Figure 1. PDN straps and rails (run 1).
Scale bar: 20 um. Pins as bars on the die edge.
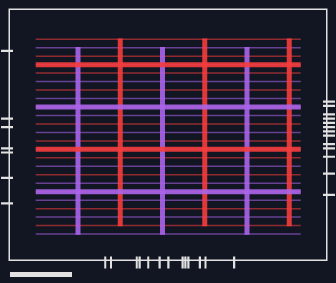
Figure 2. Cells coloured by class (run 1).
Fill, decap, tap and diode cells in grey.
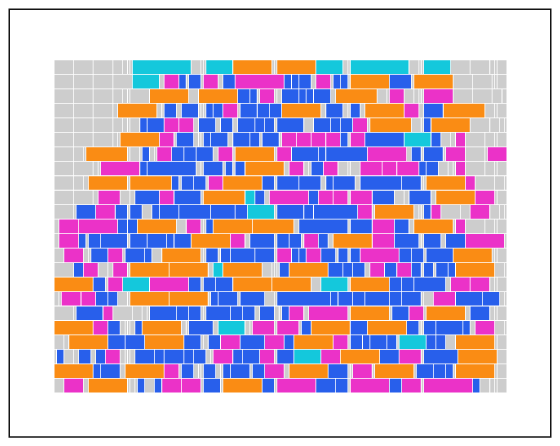
Figure 3. Routed clock nets over the placement (run 1).
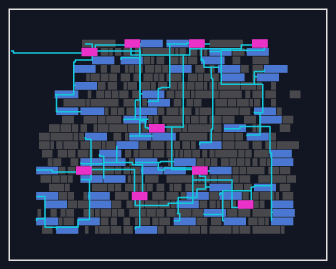
File: src/rtl/hex_display_pkg.sv
// Shared definitions for the multiplexed hex display path: defaults,
// scan-state encodings and the nibble-select helper.
package hex_display_pkg;

   localparam int DEFAULT_DIGITS = 4;
   localparam int MAX_DIGITS     = 16;

   typedef enum logic {
      GUARD = 1'b0,
      SHOW  = 1'b1
   } scan_state_e;

   // Nibble k of a word; callers zero-extend narrower words to MAX_DIGITS nibbles.
   function automatic logic [3:0] nibble_sel(input logic [4*MAX_DIGITS-1:0] word,
                                             input logic [3:0]              k);
      nibble_sel = 4'(word >> {k, 2'b00});
   endfunction

endpackage

File: src/rtl/hex_scan_timer.sv
// Slot counter for the display scan: GUARD/SHOW phase, digit index and
// slot/frame end strobes, plus the next-cycle phase and index.
module hex_scan_timer
   import hex_display_pkg::*;
#(
   parameter  int DIGITS       = DEFAULT_DIGITS,
   parameter  int PRESCALE     = 50000,
   parameter  int BLANK_CYCLES = 2,
   localparam int IW           = $clog2(DIGITS),
   localparam int CW           = $clog2(PRESCALE)
) (
   input  logic          clk,
   input  logic          reset,
   output logic          in_guard,
   output logic          slot_end,
   output logic          frame_end,
   output logic          show_next,
   output logic [IW-1:0] idx,
   output logic [IW-1:0] idx_next
);

   scan_state_e   state_r, state_s;
   logic [CW-1:0] cnt_r, cnt_s;
   logic [IW-1:0] idx_r, idx_s;

   assign slot_end  = (cnt_r == CW'(PRESCALE - 1));
   assign frame_end = slot_end && (idx_r == IW'(DIGITS - 1));
   assign in_guard  = (state_r == GUARD);
   assign show_next = (state_s == SHOW);
   assign idx       = idx_r;
   assign idx_next  = idx_s;

   // Next-state logic: guard phase, then show phase until the slot wraps.
   always_comb begin
      state_s = state_r;
      cnt_s   = cnt_r + CW'(1);
      idx_s   = idx_r;
      case (state_r)
         GUARD: begin
            if (cnt_r == CW'(BLANK_CYCLES - 1)) begin
               state_s = SHOW;
            end else begin
               state_s = GUARD;
            end
         end
         SHOW: begin
            if (slot_end) begin
               state_s = GUARD;
               cnt_s   = {CW{1'b0}};
               idx_s   = (idx_r == IW'(DIGITS - 1)) ? {IW{1'b0}} : idx_r + IW'(1);
            end else begin
               state_s = SHOW;
            end
         end
         default: begin
            state_s = GUARD;
            cnt_s   = {CW{1'b0}};
            idx_s   = {IW{1'b0}};
         end
      endcase
   end

   // Scan state registers.
   always_ff @(posedge clk) begin
      if (reset) begin
         state_r <= GUARD;
         cnt_r   <= {CW{1'b0}};
         idx_r   <= {IW{1'b0}};
      end else begin
         state_r <= state_s;
         cnt_r   <= cnt_s;
         idx_r   <= idx_s;
      end
   end

endmodule

File: src/rtl/hex_scan_driver.sv
// Time-multiplexes a DIGITS-nibble word onto a shared seven-segment bus with
// double-buffered loads, guard blanking and registered anode/value outputs.
module hex_scan_driver
   import hex_display_pkg::*;
#(
   parameter  int DIGITS       = DEFAULT_DIGITS,
   parameter  int PRESCALE     = 50000,
   parameter  int BLANK_CYCLES = 2,
   localparam int IW           = $clog2(DIGITS)
) (
   input  logic                clk,
   input  logic                reset,
   input  logic                load_valid,
   output logic                load_ready,
   input  logic [4*DIGITS-1:0] load_data,
   input  logic [DIGITS-1:0]   blank_mask,
   output logic [3:0]          digit_value,
   output logic [DIGITS-1:0]   digit_sel,
   output logic                frame_done
);

   logic                in_guard_s, slot_end_s, frame_end_s, show_next_s;
   logic [IW-1:0]       idx_s, idx_next_s;

   logic [4*DIGITS-1:0] active_r, active_s;
   logic [4*DIGITS-1:0] pending_r, pending_s;
   logic                pend_full_r, pend_full_s;
   logic                accept_s;
   logic                load_ready_r, frame_done_r;
   logic [DIGITS-1:0]   digit_sel_r, sel_s;
   logic [3:0]          digit_value_r, value_s;

   hex_scan_timer #(
      .DIGITS       (DIGITS),
      .PRESCALE     (PRESCALE),
      .BLANK_CYCLES (BLANK_CYCLES)
   ) u_timer (
      .clk       (clk),
      .reset     (reset),
      .in_guard  (in_guard_s),
      .slot_end  (slot_end_s),
      .frame_end (frame_end_s),
      .show_next (show_next_s),
      .idx       (idx_s),
      .idx_next  (idx_next_s)
   );

   // Buffer update: pending moves to active only at a frame boundary, so a frame never mixes words.
   always_comb begin
      accept_s    = load_valid && !pend_full_r;
      active_s    = active_r;
      pending_s   = pending_r;
      pend_full_s = pend_full_r;
      if (frame_end_s) begin
         if (pend_full_r) begin
            active_s    = pending_r;
            pend_full_s = 1'b0;
         end else if (accept_s) begin
            active_s    = load_data;
         end else begin
            active_s    = active_r;
         end
      end else if (accept_s) begin
         pending_s   = load_data;
         pend_full_s = 1'b1;
      end else begin
         pend_full_s = pend_full_r;
      end
   end

   // Output next values, computed from the timer's next phase so registers line up with the slot.
   always_comb begin
      sel_s   = {DIGITS{1'b1}};
      value_s = digit_value_r;
      if (show_next_s && !blank_mask[idx_next_s]) begin
         sel_s[idx_next_s] = 1'b0;
      end else begin
         sel_s = {DIGITS{1'b1}};
      end
      if (slot_end_s) begin
         value_s = nibble_sel((4*MAX_DIGITS)'(active_s), 4'(idx_next_s));
      end else begin
         value_s = digit_value_r;
      end
   end

   // Buffer, handshake and output registers.
   always_ff @(posedge clk) begin
      if (reset) begin
         active_r      <= {(4*DIGITS){1'b0}};
         pending_r     <= {(4*DIGITS){1'b0}};
         pend_full_r   <= 1'b0;
         load_ready_r  <= 1'b1;
         frame_done_r  <= 1'b0;
         digit_sel_r   <= {DIGITS{1'b1}};
         digit_value_r <= 4'h0;
      end else begin
         active_r      <= active_s;
         pending_r     <= pending_s;
         pend_full_r   <= pend_full_s;
         load_ready_r  <= ~pend_full_s;
         frame_done_r  <= frame_end_s;
         digit_sel_r   <= sel_s;
         digit_value_r <= value_s;
      end
   end

   assign load_ready  = load_ready_r;
   assign frame_done  = frame_done_r;
   assign digit_sel   = digit_sel_r;
   assign digit_value = digit_value_r;

endmodule

File: config.mk
export PLATFORM = sky130hd
export DESIGN_NAME = hex_scan_driver
export DESIGN_NICKNAME = d
export VERILOG_FILES = /design/src/rtl/hex_display_pkg.sv /design/src/rtl/hex_scan_timer.sv /design/src/rtl/hex_scan_driver.sv
export SDC_FILE = /design/constraint.sdc
export NUM_CORES = 1
export LEC_CHECK = 0
export ABC_CLOCK_PERIOD_IN_PS = 1900
export CAP_MARGIN = 10
export CORE_ASPECT_RATIO = 0.75
export CORE_MARGIN = 8
export CORE_UTILIZATION = 50
export DETAILED_ROUTE_END_ITERATION = 10
export GPL_ROUTABILITY_DRIVEN = 1
export PLACE_DENSITY = 0.8
export RECOVER_POWER = 50
export SKIP_CTS_REPAIR_TIMING = 1
export SYNTH_ARGS = -nofsm -noshare
export SYNTH_HDL_FRONTEND = slang
export SYNTH_SLANG_ARGS = --single-unit
File: constraint.sdc
create_clock -name clk -period 1.9 [get_ports clk]
set_input_delay 0.475 -clock clk [delete_from_list [all_inputs] [get_ports clk]]
set_output_delay 0.475 -clock clk [all_outputs]
set_load 0.1 [all_outputs]
==> run notes, run 1 <==
The met3 layer usage reported by global route is 6.908%. The timing report shows that the slowest cell on the worst path is sky130_fd_sc_hd__or4_4. Non-clock buffering takes up 22.88% of total cell area after layout. Setup repair after global routing could not meet its margin everywhere.

STA classifies the critical path startpoint as a flip-flop. The detailed router reported a total wirelength of 9.600 mm. The run gives 218 for the multi-input gate count. The logs give 0.278 mW for the combinational cell power and 0.001250 mm2 for the sequential cell area. With the switching share of power at 23.48%, the total number of sequential cells is 62.

Ranking logic cells in the layout by count gives the top entries sky130_fd_sc_hd__dfxtp_1 (55), sky130_fd_sc_hd__buf_4 (46), sky130_fd_sc_hd__nor2_1 (36). The repair_antennas step left the layout with diodes totalling 0. The area of the mapped netlist came out at 0.002740 mm2. The power group with the highest consumption was sequential cells. The tools report the master cell of the clock root buffer as sky130_fd_sc_hd__clkbuf_8.

The number of warnings reported in the stage logs is 29. The checks that failed: setup timing. The most frequently used flop master after synthesis was sky130_fd_sc_hd__dfxtp_1. The run finished, with violations left. The worst-case max-slew headroom was logged as 62.89%. The number of setup violations in the final report came out at 59. Per the power-grid run, VDD falls by no more than 0.5107 mV. In this run the top signal layer used is met4.

TritonCTS built the clock tree. By area the synthesized netlist is led by sky130_fd_sc_hd__dfxtp_1 (45%), sky130_fd_sc_hd__nand3_1 (6.9%), sky130_fd_sc_hd__mux2i_1 (6.2%). The count of buffers inserted at the top-level ports was 32; the global-route wire length before repair was 12.22 mm. The completed layout was analyzed and its total power is 2.954 mW. Buffers inserted during clock tree synthesis total 9. After detailed routing, the number of remaining DRC violations is 0.

Once detail routing completed, the nets flagged for antenna violations numbered 0. The share of the core area taken by cells at floorplan is 51.47%. The net count of the finished layout is 417. According to the timing report, the critical path is captured at digit_value[2]$_SDFFE_PP0N_. For the final worst-path setup slack, the log shows -0.4954 ns. The type of the setup path with the least slack is flip-flop to flip-flop. The total met2 wirelength after detailed routing was 4.618 mm. The die outline area was 0.008130 mm2; the number of vias per cell after detailed routing was 6.249. The worst-case reg-to-reg setup slack stands at -0.50 ns. In this run the critical register-to-register path is captured at digit_value[2]$_SDFFE_PP0N_. Per the skew report, the later register of the worst-skew pair sees a clock latency of 0.35 ns.

The synthesis run shows the most used standard cells to be sky130_fd_sc_hd__dfxtp_1 (62), sky130_fd_sc_hd__nor2_1 (40), sky130_fd_sc_hd__nand3_1 (38), sky130_fd_sc_hd__a31oi_1 (25), sky130_fd_sc_hd__mux2i_1 (17). The maximum number of buffers from clock root to sink was 2. STA classifies the critical path endpoint as a flip-flop. The transition at the pin with the smallest max-transition slack was 0.5590 ns; the final total negative setup slack was -13.00 ns.
-- Figure 1 (at the start) --
red -> VDD
purple -> VSS
met1 rails = 24
met5 straps = 4
signal pins = 33
Vert. Die Dim: 80.11 um
floorplan core area: 0.005324 mm2

-- Figure 2 (at the start) --
cyan -> clock drivers and dummy loads  # cells 15, share of their area 5.3%
orange -> flops  # cells 62, share of their area 30%
magenta -> other buffers and delay cells  # cells 97, share of their area 23%
blue -> combinational and other logic  # cells 221, share of their area 41%
row count: 23
Util after Layout: 79.93%
flip-flop and latch share of the layout cell area: 29.37%

-- Figure 3 (at the start) --
cyan -> clock wires  # length 832 um
magenta -> clock drivers  # count 9
blue -> flip-flops  # count 62
flops lie = widely spread
routed clock nets = 10
clock group share of total power: 44.7%
Clock group: 1.32 mW
Worst Clk Skew: 0.01199 ns

==> run 1 -> run 2 <==
- SLEW_MARGIN: unset -> 5
==> run 2 against run 1 <==
The run still ends with setup timing left. Register-to-register slack about the same. Largest cell class unchanged. Critical path depth unchanged. First-iteration DRC count did not move. Wire length did not move.
==> run notes, run 2 <==
The routed design uses 4.618 mm of met2 wire. STA classifies the critical path endpoint as a flip-flop. Per the OpenROAD floorplan log, the area of the core is 0.005324 mm2.

TritonCTS built the clock tree. Clock tree synthesis selected as its root buffer the cell sky130_fd_sc_hd__clkbuf_8. By instance count after routing, the leading logic cell types are sky130_fd_sc_hd__dfxtp_1 (55), sky130_fd_sc_hd__buf_4 (46), sky130_fd_sc_hd__nor2_1 (36). Type of the setup path with the least slack: flip-flop to flip-flop. With the buffering overhead at 22.88%, the met3 layer usage reported by global route is 6.908%. Startpoint kind of the worst setup timing path: a flip-flop. The first global-routing pass estimated 12.22 mm of wire. Across the run, the number of max-cap violations was 0. For the final routed database, the setup TNS stands at -13.00 ns. Row generation in the floorplan step produced 23 rows. Between clock sinks in the finished design, the worst skew comes to 0.01199 ns.

Yosys attributes the largest share of cell area to sky130_fd_sc_hd__dfxtp_1 (45%), sky130_fd_sc_hd__nand3_1 (6.9%), sky130_fd_sc_hd__mux2i_1 (6.2%). The run gives 62 for the total number of sequential cells. Hold analysis lists the worst path endpoint as pending_r[6]$_SDFFE_PP0P_. For the die outline area, the log shows 0.008130 mm2. After layout, the design draws a total of 2.954 mW. Per the finish-stage timing summary, setup violations number 59.

The time the final worst path needs with I/O delays and setup came out at 2.395 ns. The power report shows net switching accounting for 23.48% of the total. Of the total synthesized cell area, the portion taken by full adders, half adders and majority gates is 1.370%. The global route stage reports its total congestion overflow as 0. In the final layout, flip-flops and latches take up 29.37% of the cell area. Clock network power for this build is 1.32 mW. The transition at the pin with the smallest max-transition slack is 0.5590 ns.

The share of the core area taken by cells at floorplan is 51.47%. The logs give 0.001250 mm2 for the sequential cell area and 0.278 mW for the combinational cell power. 0 antenna diodes ended up in the layout. The checks that failed: setup timing. The reg-to-reg endpoint was digit_value[2]$_SDFFE_PP0N_. The tools report the number of nets still failing antenna checks after routing as 0. CTS reports a maximum clock tree buffer depth of 2.

The worst-case max-slew headroom was logged as 62.89%. The number of vias per cell after detailed routing came out at 6.249. The clock-pin transition on the worst setup and hold timing paths was 0.07 ns; the count of buffers inserted at the top-level ports was 32. The run finished, with violations left. The most frequently used flop master after synthesis is sky130_fd_sc_hd__dfxtp_1. The total wire length after detailed routing is 9.600 mm.

On the critical path, the stage with the largest delay is an instance of sky130_fd_sc_hd__or4_4. The commonest cells after synthesis are sky130_fd_sc_hd__dfxtp_1 (62), sky130_fd_sc_hd__nor2_1 (40), sky130_fd_sc_hd__nand3_1 (38), sky130_fd_sc_hd__a31oi_1 (25), sky130_fd_sc_hd__mux2i_1 (17). For the multi-input gate count, the log shows 218.

Setup repair after global routing could not meet its margin everywhere. The final worst-path setup slack is -0.4954 ns, and the clock share of power is 44.7%. Before any placement, the netlist area is recorded as 0.002740 mm2.
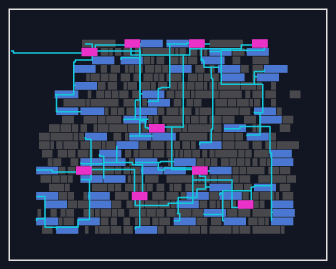
Figure 4: run 2, routed clock nets over the placement.
cyan -> clock wires  # length 832 um
magenta -> clock drivers  # count 9
blue -> flip-flops  # count 62
flops lie = widely spread
routed clock nets = 10
clock insertion delay at the later pin of the skew report: 0.35 ns

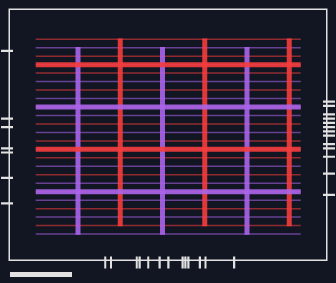
Figure 5: run 2, PDN straps and rails.
Scale bar: 20 um. Pins as bars on the die edge.
purple -> VSS
red -> VDD
met1 rails = 24
signal pins = 33
met4 straps = 6
met5 straps = 4
rows = 23
die x size: 101.5 um
maximum resistive drop on vdd: 0.5107 mV

Power and IR drop assume default switching activity.
